### I/O nets highlighted

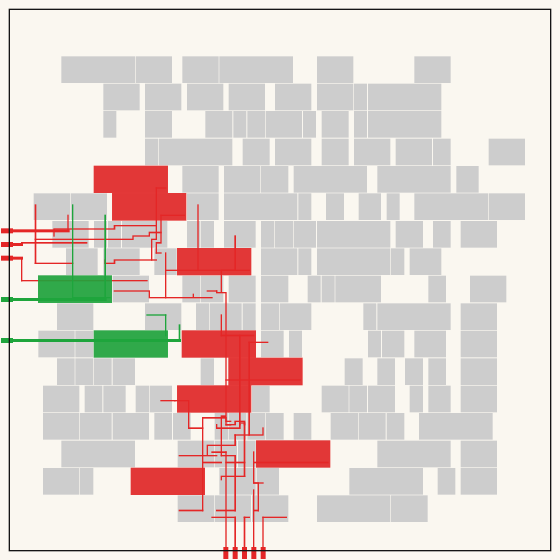
### The metal 3 layer

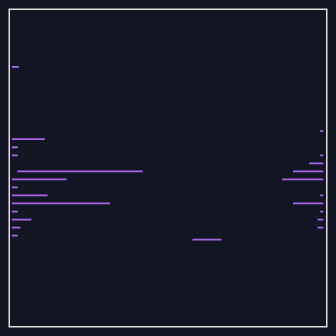
### Sequential cells coloured by netlist name

Other sequential cells in the stronger grey, the rest of the logic in the fainter grey.
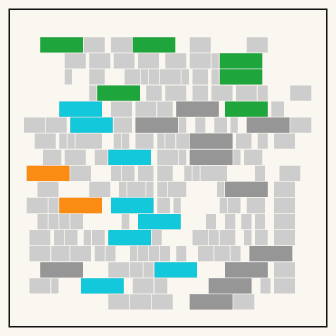
Design merge_arb_d0_d1_flat, sky130hd; sources not shown.
==> out/metrics.csv <==
stage,metric,value,unit
logic_synthesis,synth.yosys.seq_area_share,51.3,%
logic_synthesis,numSynthFlops,27,
global_routing,globalRoute.totalOverflow,0,
logic_synthesis,yosys_warnings,0,
final_layout,most-common-layout-cells,"sky130_fd_sc_hd__clkdlybuf4s50_1, sky130_fd_sc_hd__dfxtp_1, sky130_fd_sc_hd__nor2_1, sky130_fd_sc_hd__a21oi_1, sky130_fd_sc_hd__or3_1",
setup_path,cp.buffers_inverters,2,
floorplanning,tapcell.inserted,28,
outcome,status,"finished, final reports clean",
final_layout,final.clkbuf_count,3,
setup_path,crit_path_max_fanout,4,
final_timing,grt_setup_unrepaired,false,
place,place_ws,1.48,ns
power,irDropWorstVdd,229,uV
final_layout,inverters,2,
final_layout,area_share_nonclk_buffers,29.6,%
power,share_comb_of_total_power,19.4,%
power,switching_power,0.142,mW
final_layout,post-route-cell-area,1540,um2
routing,firstDrtPassIters,4,
final_layout,clock_tree_area_fraction,1.79,%
logic_synthesis,synth.cellmix.adderShare,2.38,%
power,share_clk_of_total_power,22.8,%
clock_network,numCtsBuffers,3,
global_routing,antenna_found_initial,0,
clock_network,ctsHoldBuffers,0,
final_layout,num-nets-final,185,
final_layout,layout-area-overhead-vs-synth,46.3,%
clock_network,cts.repair.resized,0,
final_layout,area_used_by_multi_input_combinational_logic,474,um2
worst_hold_path,holdPathStages,2,
routing,post-route-drc-count,0,
setup_path,worst-r2r-setup-slack,2.45,ns
final_timing,setup_violations,0,
global_routing,grt.total_usage,18.2,%
power,power_density,329,nW/um2
clock_network,clk-insertion-delay-late,0.31,ns
setup_path,crit_path_start_kind,input port,
final_timing,fin_skew,0.00213,ns
final_timing,timing.setup.tns,0,ns
global_routing,globalRoute.busiestLayer,met2,
global_routing,number_of_global_route_vias_before_repair,881,
routing,highest-signal-layer,met4,
final_timing,fmaxAchievable,0.391,GHz
place,finalWeightedCongestion,0.672,
final_layout,area.share.combinational,30.8,%
global_routing,gr-usage-met2,31.7,%
final_layout,utilization,68.4,%
final_timing,timing_hold_violations_final,0,
clock_network,clkTransAtPathRegs,0.14,ns
clock_network,ctsLongestPathBuffers,2,
final_layout,comb.multi_input.count,82,
global_routing,grt_pass1_wl,3.82,mm
routing,routed-via-count,1005,
setup_path,path_class,in2out,
final_timing,hold_ws,0.491,ns
power,power_leakage,0.537,nW
power,switching_share,28.1,%
final_timing,worstMarginPinSlew,0.519,ns
final_timing,timing.slew.headroom,65.3,%
routing,ant_nets,0,
logic_synthesis,ys_top_cells_by_count,"sky130_fd_sc_hd__dfxtp_1, sky130_fd_sc_hd__nor2_1, sky130_fd_sc_hd__a21oi_1",
clock_network,tritoncts,done,
logic_synthesis,syn_inst,115,
setup_path,list_of_cells_traversed_by_the_critical_path,dlygate4sd3_1 -> nand2b_1 -> nor3_1 -> clkdlybuf4s50_1,
floorplanning,die-area,2860,um2
final_layout,largestClassByArea,registers,
final_layout,num_antenna_cells,0,
final_layout,sh_seq_area,35.1,%
logic_synthesis,synth-edff-count,0,
logic_synthesis,distinct_cells_synth,26,
clock_network,cts_root_buf,sky130_fd_sc_hd__clkbuf_4,
routing,vias_per_cell,5.26,
final_layout,flop-count,27,
clock_network,h-tree-depth,1,
Notes on 'I/O nets highlighted' above:
| colour | port | bits | direction | edge | end cells | buffers | wire |
|---|---|---|---|---|---|---|---|
| red | `bus_cnt_0` | 8 | output | 5 south, 3 west | 8 | 8 | 278 um |
| green | `bus_fsm_state` | 2 | output | west | 2 | 2 | 51.9 um |
I/O pin cnt: 47
number of port buffers: 44

Notes on 'The metal 3 layer' above:
wire length on this layer: 91.1 um
main direction: horizontal
longest straight run: 20.9 um
share of all routed wire: 3.8%
nets with wire on the layer: 23
aggregate routed wire length: 2.39 mm
met3 global-route usage: 3.39%

Notes on 'Sequential cells coloured by netlist name' above:
| colour | signal | placed flops |
|---|---|---|
| orange | `u_core.bus.fsm_state` | 2 |
| green | `u_core.bus.data_out` | 6 |
| cyan | `u_core.bus.cnt_0` | 8 |
not coloured: 11
Reg area: 541 um2
Flop+latch power: 0.293 mW

-- cell families after synthesis --
kind of cell,count (synthesis)
simple gates,48
fa+ha+maj,2
mux,1
xor+xnor,6
flops,27
buf+inv,6
compound gates,25
-- worst min-delay path, cell delays in order (launching register included) --
cell,delay [ns]
sky130_fd_sc_hd__dfxtp_1,0.36
sky130_fd_sc_hd__a21oi_1,0.04
sky130_fd_sc_hd__nor2_1,0.07
-- power by group through the flow --
stage	logic [mW]	clock network, mW	registers, mW
detailed placement	0.100	0	0.299
global placement	0.0987	0	0.298
CTS	0.100	0.122	0.293
floorplan	0.0253	0	0.330
finish	0.0983	0.115	0.293
global route	0.104	0.131	0.294
No activity file was given, so power comes from the tool's default toggle rates.
